==> src/rtl/pc_sequencer.sv <==
// ============================================================================
// pc_sequencer: PC sequencer with a fetch/exec/trap FSM, misalignment trap,
//               external redirect and a retired taken-jump counter.
// Revision: 1.0
// ============================================================================
`default_nettype none

module pc_sequencer #(
  parameter int                    DATA_WIDTH   = 32,
  parameter logic [DATA_WIDTH-1:0] RESET_VECTOR = 32'h0000_0000,
  parameter logic [DATA_WIDTH-1:0] TRAP_VECTOR  = 32'h0000_0100,
  parameter int                    ALIGN_C      = 0,
  parameter int                    CNT_WIDTH    = 32
) (
  input  logic                  clk,
  input  logic                  rst_n,
  input  logic                  update_pc,
  input  logic [2:0]            jump_type,
  input  logic [DATA_WIDTH-1:0] addr_offset,
  input  logic [DATA_WIDTH-1:0] alu_result,
  input  logic                  redirect_valid,
  input  logic [DATA_WIDTH-1:0] redirect_addr,
  input  logic                  fetch_ready,
  input  logic                  trap_ack,
  output logic [DATA_WIDTH-1:0] pc_current,
  output logic [DATA_WIDTH-1:0] pc_plus_4,
  output logic                  fetch_valid,
  output logic [DATA_WIDTH-1:0] fetch_addr,
  output logic                  misalign_trap,
  output logic [DATA_WIDTH-1:0] trap_pc,
  output logic [CNT_WIDTH-1:0]  taken_count
);

  // Jump encodings; every other jump_type value is a sequential step.
  localparam logic [2:0] JUMP_JAL  = 3'd1;
  localparam logic [2:0] JUMP_JALR = 3'd2;
  localparam logic [2:0] JUMP_IF_0 = 3'd3;
  localparam logic [2:0] JUMP_IF_1 = 3'd4;
  localparam logic [2:0] JUMP_ZERO = 3'd5;

  localparam logic [DATA_WIDTH-1:0] ALIGN_MASK = (ALIGN_C == 0) ?
      {{(DATA_WIDTH-2){1'b1}}, 2'b00} : {{(DATA_WIDTH-1){1'b1}}, 1'b0};
  localparam logic [CNT_WIDTH-1:0] CNT_ONE = {{(CNT_WIDTH-1){1'b0}}, 1'b1};

  typedef enum logic [1:0] {
    FETCH = 2'd0,
    EXEC  = 2'd1,
    TRAP  = 2'd2
  } state_e;

  state_e                state_q, state_d;
  logic [DATA_WIDTH-1:0] pc_q, pc_d;
  logic                  fetch_valid_q, fetch_valid_d;
  logic                  trap_q, trap_d;
  logic [DATA_WIDTH-1:0] trap_pc_q, trap_pc_d;
  logic [CNT_WIDTH-1:0]  cnt_q, cnt_d;

  logic [DATA_WIDTH-1:0] target;
  logic                  jump_sel;
  logic                  misaligned;

  assign pc_plus_4 = pc_q + DATA_WIDTH'(4);

  always_comb begin
    target   = pc_plus_4;
    jump_sel = 1'b0;
    case (jump_type)
      JUMP_JAL: begin
        target   = pc_q + addr_offset;
        jump_sel = 1'b1;
      end
      JUMP_JALR: begin
        target   = {alu_result[DATA_WIDTH-1:1], 1'b0};
        jump_sel = 1'b1;
      end
      JUMP_IF_0: begin
        if (!alu_result[0]) begin
          target   = pc_q + addr_offset;
          jump_sel = 1'b1;
        end
      end
      JUMP_IF_1: begin
        if (alu_result[0]) begin
          target   = pc_q + addr_offset;
          jump_sel = 1'b1;
        end
      end
      JUMP_ZERO: begin
        target   = '0;
        jump_sel = 1'b1;
      end
      default: ;
    endcase
    misaligned = (ALIGN_C == 0) ? (target[1:0] != 2'b00) : target[0];
  end

  always_comb begin
    state_d   = state_q;
    pc_d      = pc_q;
    trap_d    = trap_q;
    trap_pc_d = trap_pc_q;
    cnt_d     = cnt_q;
    // Redirect overrides every handshake in every state.
    if (redirect_valid) begin
      pc_d    = redirect_addr & ALIGN_MASK;
      trap_d  = 1'b0;
      state_d = FETCH;
    end else begin
      case (state_q)
        FETCH: begin
          if (fetch_valid_q && fetch_ready) state_d = EXEC;
        end
        EXEC: begin
          if (update_pc) begin
            if (misaligned) begin
              trap_pc_d = target;
              trap_d    = 1'b1;
              state_d   = TRAP;
            end else begin
              pc_d    = target;
              state_d = FETCH;
              if (jump_sel) cnt_d = cnt_q + CNT_ONE;
            end
          end
        end
        TRAP: begin
          if (trap_ack) begin
            pc_d    = TRAP_VECTOR;
            trap_d  = 1'b0;
            state_d = FETCH;
          end
        end
        default: state_d = FETCH;
      endcase
    end
    // Registered so the request stays low while held in reset.
    fetch_valid_d = (state_d == FETCH);
  end

  always_ff @(posedge clk or negedge rst_n) begin
    if (!rst_n) begin
      state_q       <= FETCH;
      pc_q          <= RESET_VECTOR;
      fetch_valid_q <= 1'b0;
      trap_q        <= 1'b0;
      trap_pc_q     <= '0;
      cnt_q         <= '0;
    end else begin
      state_q       <= state_d;
      pc_q          <= pc_d;
      fetch_valid_q <= fetch_valid_d;
      trap_q        <= trap_d;
      trap_pc_q     <= trap_pc_d;
      cnt_q         <= cnt_d;
    end
  end

  assign pc_current    = pc_q;
  assign fetch_addr    = pc_q;
  assign fetch_valid   = fetch_valid_q;
  assign misalign_trap = trap_q;
  assign trap_pc       = trap_pc_q;
  assign taken_count   = cnt_q;

endmodule

`default_nettype wire

==> config.mk <==
export PLATFORM = sky130hd
export DESIGN_NAME = pc_sequencer
export DESIGN_NICKNAME = d
export VERILOG_FILES = /design/src/rtl/pc_sequencer.sv
export SDC_FILE = /design/constraint.sdc
export NUM_CORES = 1
export LEC_CHECK = 0
export CAP_MARGIN = 20
export CORE_AREA = 5 5 123 149
export CTS_CLUSTER_SIZE = 8
export DETAILED_ROUTE_END_ITERATION = 10
export DIE_AREA = 0 0 128 154
export GPL_TIMING_DRIVEN = 0
export PLACE_DENSITY = 0.82
export SLEW_MARGIN = 15
export SYNTH_ARGS = -nofsm -noshare
export SYNTH_HDL_FRONTEND = slang
export SYNTH_SLANG_ARGS = --single-unit
==> constraint.sdc <==
create_clock -name clk -period 3.01 [get_ports clk]
set_input_delay 0.7525 -clock clk [delete_from_list [all_inputs] [get_ports clk]]
set_output_delay 0.7525 -clock clk [all_outputs]
set_load 0.01 [all_outputs]
Fig. 1: run 1, routing congestion
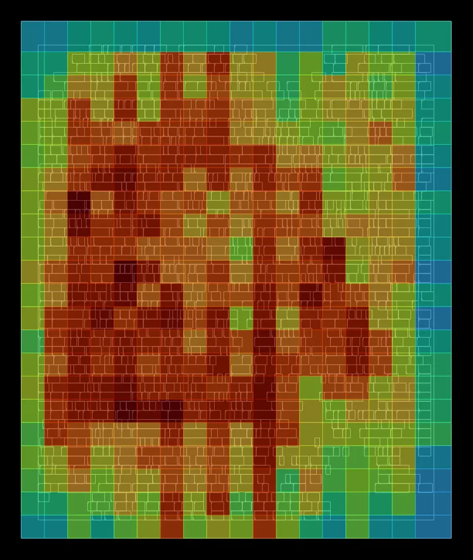
WL/cell: 23.9 um
routing usage on met1: 39.0%
Layout Utilization: 75.7%
met3 demand-to-capacity share in global routing: 7.95%
met2 global-route usage: 55.7%

Fig. 2: run 1, metal 4
Drawn at 2 px/um.
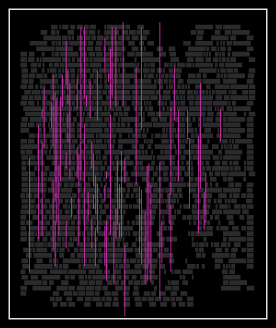
The wires run mostly vertical. The layer holds 6.7% of the routed length.

==> results.toml, run 1 <==
# physical design summary
[status]
run_status = "finished with violations"
violations = "negative setup slack"

[pwr]
finalPower_uw = 6600
power.clock.total_uw = 1130
power_report.internal_total_uw = 3960
share_comb_of_total_power_pct = 55.5
max-vdd-ir-drop_mv = 0.474
power_density_cells_nw_per_um2 = 524
clockPowerShare_pct = 17.2
power_consumed_by_sequential_cells_uw = 1810
netSwitchingPower_uw = 2640

[detailed_routing]
dr_wl_met3_mm = 3.85
top_routing_layer_in_use = "met5"
drt_pre_antenna_iters = 8
m1WireLength_mm = 12.4
viasPerCell = 6.26
drt_iter0_drc = 1010
met2RoutedLength_mm = 17.2
drc = 0

[worst_setup_path]
worst-path-stages = 10
ff2ff_setup_slack_ns = -0.04
crit_end = "fetch_addr[18]"
crit_path_top_delay_cell = "clkdlybuf4s50_1"
cp_peak_stage_delay_ns = 0.41
cp-start-kind = "input pin"
required_ns = 3.29
worstSetupStartpoint = "addr_offset[9]"
timing.critical_path.to_type = "flip-flop"
worst_r2r_endpoint = "trap_pc[17]"
largest_delay_share_family_worst_path = "AND-OR/OR-AND gates"

[clock_tree]
insertion_delay_ns = 0.36
clk_pin_slew_ns = 0.08
cts_tree = "done"
cts_hold_buf = 0

[logic_synthesis]
yosys.area_share.adder_pct = 5.64
synth.yosys.warnings = 0
yosys_register_bits = 100
postSynth.topFlopCell = "dfrtp_1"
edf_count = 0
ys_sh_aoi_pct = 23.5
netlist.top_cell.by_instances = "dfrtp_1"
ys_top_cells_by_count = "100 x dfrtp_1, 98 x nand2_1, 75 x nor2_1, 67 x o21ai_0, 60 x a21oi_1"
largest_area_cell = "dfrtp_1"
mapped_cell_area_um2 = 7680
synthesized_area_fraction_occupied_by_xor_and_xnor_cells_pct = 8.55
total_cell_area_reported_by_yosys_after_synthesis_um2 = 7680
instance_count_of_the_mapped_netlist = 914
synth_seq_share_pct = 32.6
ys_sh_simple_pct = 20.8
synth_stat.cells = 914
asyncSetResetFlopFracSynth_pct = 100

[placed_design]
dp_cells = 1394
final_hpwl_from_detailed_placement_mm = 24.4
placement.setup.worst_slack_ns = -1.21
routability_congestion = 1.03

[floorplanning]
core_area_um2 = 16700
num_tap_cells = 216
die_y_um = 154
boundary_pin_count = 267
placement_rows = 52
initial_core_util_pct = 46.1
die_area_um2 = 19700

[flow_run]
drv_cap = 0
warnings = 30

[final_timing]
fmax_mhz = 323
setup_violations = 8
worst_slack_ns = -0.0846
final_cycle_share_pct = 103
holdWs_ns = 0.251
timing_worst_slew_pin_value_ns = 0.845
maxSlewHeadroom_pct = 43.4
unrepaired_setup_endpoints_after_global_routing = "yes"
slew_violations = 0
skew_ns = 0.0153
final.setup.tns_ns = -0.260
timing.final.crit_period_ns = 3.09

[finish]
cell_group_occupying_the_most_layout_area = "multi-input combinational cells"
area.share.sequential_pct = 20.1
bufAreaShareNonClock_pct = 31.3
post-route-cell-area_um2 = 12600
ff_count = 100
fin_cells = 1502
num-nets-final = 1421
num-fill-cells = 1171
most_frequent_logic_cells_in_the_routed_design = "220 x clkdlybuf4s50_1, 133 x buf_4, 96 x nand2_1"
n_all_inverters = 25
diodes = 0
area_delta_synth_final_pct = 64.0
layout-drive-gt1-share_pct = 27.1
comb_area_share_pct = 43.6
clock_area_share_pct = 2.11
logic_gates = 712
buffers_excl_clock = 434

[grt]
grt_start_max_net_pins = 79
grt_overflow_total = 0
vias_in_the_first_global_route = 9210
gr-max-usage-layer = "met2"
grt_antenna_before_repair = 1
Fig. 3: run 1, wiring by layer
Drawn at 2 px/um.
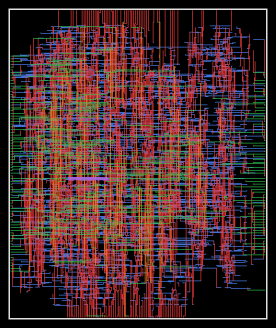
Key: green = metal 3 [wire length 3850 um]; red = metal 2 [wire length 17200 um]; purple = metal 5 [wire length 18.4 um]; orange = metal 4 [wire length 2410 um]; blue = metal 1 [wire length 12400 um]
total via count in the routed design: 9398
global-route total usage across every layer: 33.5%
final wirelength: 35.9 mm

--- run 2 (diff from run 1) ---
- CTS_BUF_LIST: not set -> sky130_fd_sc_hd__clkbuf_16
Fig. 4: run 2, clock distribution
Drawn at 2 px/um.
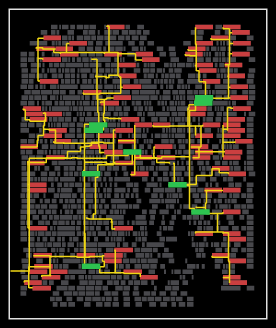
Key: green = clock drivers [count 9]; red = flip-flops [count 100]; yellow = clock wires [length 1450 um]
There are 10 routed clock nets.

==> run 2 against run 1 <==
  * The run still ends with negative setup slack left
  * Count of clock-buffer cells in the layout is 1 lower
  * Synthesized area stayed put
  * Clock power hardly changed
  * Largest cell class unchanged
==> results.toml, run 2 <==
# physical design summary
[final_timing]
skew_ns = 0.0154
timing_worst_slew_pin_value_ns = 0.848
maxSlewHeadroom_pct = 43.2
unrepaired_setup_endpoints_after_global_routing = "yes"
worst_slack_ns = -0.0905
fmax_mhz = 323
setup_violations = 12
final_cycle_share_pct = 103
slew_violations = 0
final.setup.tns_ns = -0.318
timing.final.crit_period_ns = 3.10
holdWs_ns = 0.252

[placed_design]
placement.setup.worst_slack_ns = -1.21
routability_congestion = 1.03
final_hpwl_from_detailed_placement_mm = 24.4
dp_cells = 1394

[detailed_routing]
viasPerCell = 6.27
met2RoutedLength_mm = 17.0
drt_iter0_drc = 1010
top_routing_layer_in_use = "met5"
drc = 0
m1WireLength_mm = 12.4
detailroute.via_count = 9411
post_drt_wl_per_cell_um = 23.9
routed_wirelength_mm = 35.8
drt_pre_antenna_iters = 8
dr_wl_met3_mm = 3.88

[worst_setup_path]
crit_end = "fetch_addr[18]"
ff2ff_setup_slack_ns = -0.04
cp-start-kind = "input pin"
worst_r2r_endpoint = "trap_pc[17]"
worst-path-stages = 10
required_ns = 3.29
worstSetupStartpoint = "addr_offset[9]"
timing.critical_path.to_type = "flip-flop"
largest_delay_share_family_worst_path = "AND-OR/OR-AND gates"
crit_path_top_delay_cell = "clkdlybuf4s50_1"
cp_peak_stage_delay_ns = 0.41

[logic_synthesis]
largest_area_cell = "dfrtp_1"
netlist.top_cell.by_instances = "dfrtp_1"
synth.yosys.warnings = 0
total_cell_area_reported_by_yosys_after_synthesis_um2 = 7680
ys_sh_aoi_pct = 23.5
instance_count_of_the_mapped_netlist = 914
yosys.area_share.adder_pct = 5.64
postSynth.topFlopCell = "dfrtp_1"
synth_stat.cells = 914
synth_seq_share_pct = 32.6
asyncSetResetFlopFracSynth_pct = 100
ys_sh_simple_pct = 20.8
dominant_cells_by_area_after_synthesis = "dfrtp_1 33%, ha_1 5.4%, xnor2_1 5.2%"
yosys_register_bits = 100
synthesized_area_fraction_occupied_by_xor_and_xnor_cells_pct = 8.55
ys_top_cells_by_count = "100 x dfrtp_1, 98 x nand2_1, 75 x nor2_1, 67 x o21ai_0, 60 x a21oi_1"
edf_count = 0
mapped_cell_area_um2 = 7680

[pwr]
pwr-share-seq_pct = 27.4
max-vdd-ir-drop_mv = 0.475
netSwitchingPower_uw = 2640
power_report.internal_total_uw = 3960
power.clock.total_uw = 1130
clockPowerShare_pct = 17.1
power_consumed_by_sequential_cells_uw = 1800
finalPower_uw = 6600
power_density_cells_nw_per_um2 = 523
share_comb_of_total_power_pct = 55.5

[grt]
use_met3_pct = 7.95
vias_in_the_first_global_route = 9210
grt_overflow_total = 0
groute.usage.overall_pct = 33.5
grt_start_max_net_pins = 79
grtUsageMet1_pct = 39.0
gr-max-usage-layer = "met2"
grt_antenna_before_repair = 1
grt_use_met2_pct = 55.7

[finish]
fin_cells = 1502
num-fill-cells = 1171
ff_count = 100
most_frequent_logic_cells_in_the_routed_design = "220 x clkdlybuf4s50_1, 133 x buf_4, 96 x nand2_1"
diodes = 0
area_of_combinational_cells_with_multiple_inputs_um2 = 5500
clock_buffer_count = 9
clock_area_share_pct = 2.11
area_delta_synth_final_pct = 64.0
cell_group_occupying_the_most_layout_area = "multi-input combinational cells"
post-route-cell-area_um2 = 12600
buffers_excl_clock = 434
area.share.sequential_pct = 20.1
comb_area_share_pct = 43.6
logic_gates = 712
seqCellArea_um2 = 2530
layout-drive-gt1-share_pct = 27.1
num-nets-final = 1421
n_all_inverters = 25
bufAreaShareNonClock_pct = 31.3
post-route-util_pct = 75.7

[floorplanning]
num_tap_cells = 216
die_y_um = 154
initial_core_util_pct = 46.1
die_area_um2 = 19700
core_area_um2 = 16700
boundary_pin_count = 267
placement_rows = 52

[status]
violations = "negative setup slack"
run_status = "finished with violations"

[clock_tree]
cts_tree = "done"
clock_tree.htree_level_count = 3
cts_hold_buf = 0
post-cts-setup-buffer-count = 62
insertion_delay_ns = 0.36
clk_pin_slew_ns = 0.08

[flow_run]
warnings = 30
drv_cap = 0

[min_path]
min_path_type = "input pin to async pin"
Power and IR drop assume default switching activity.
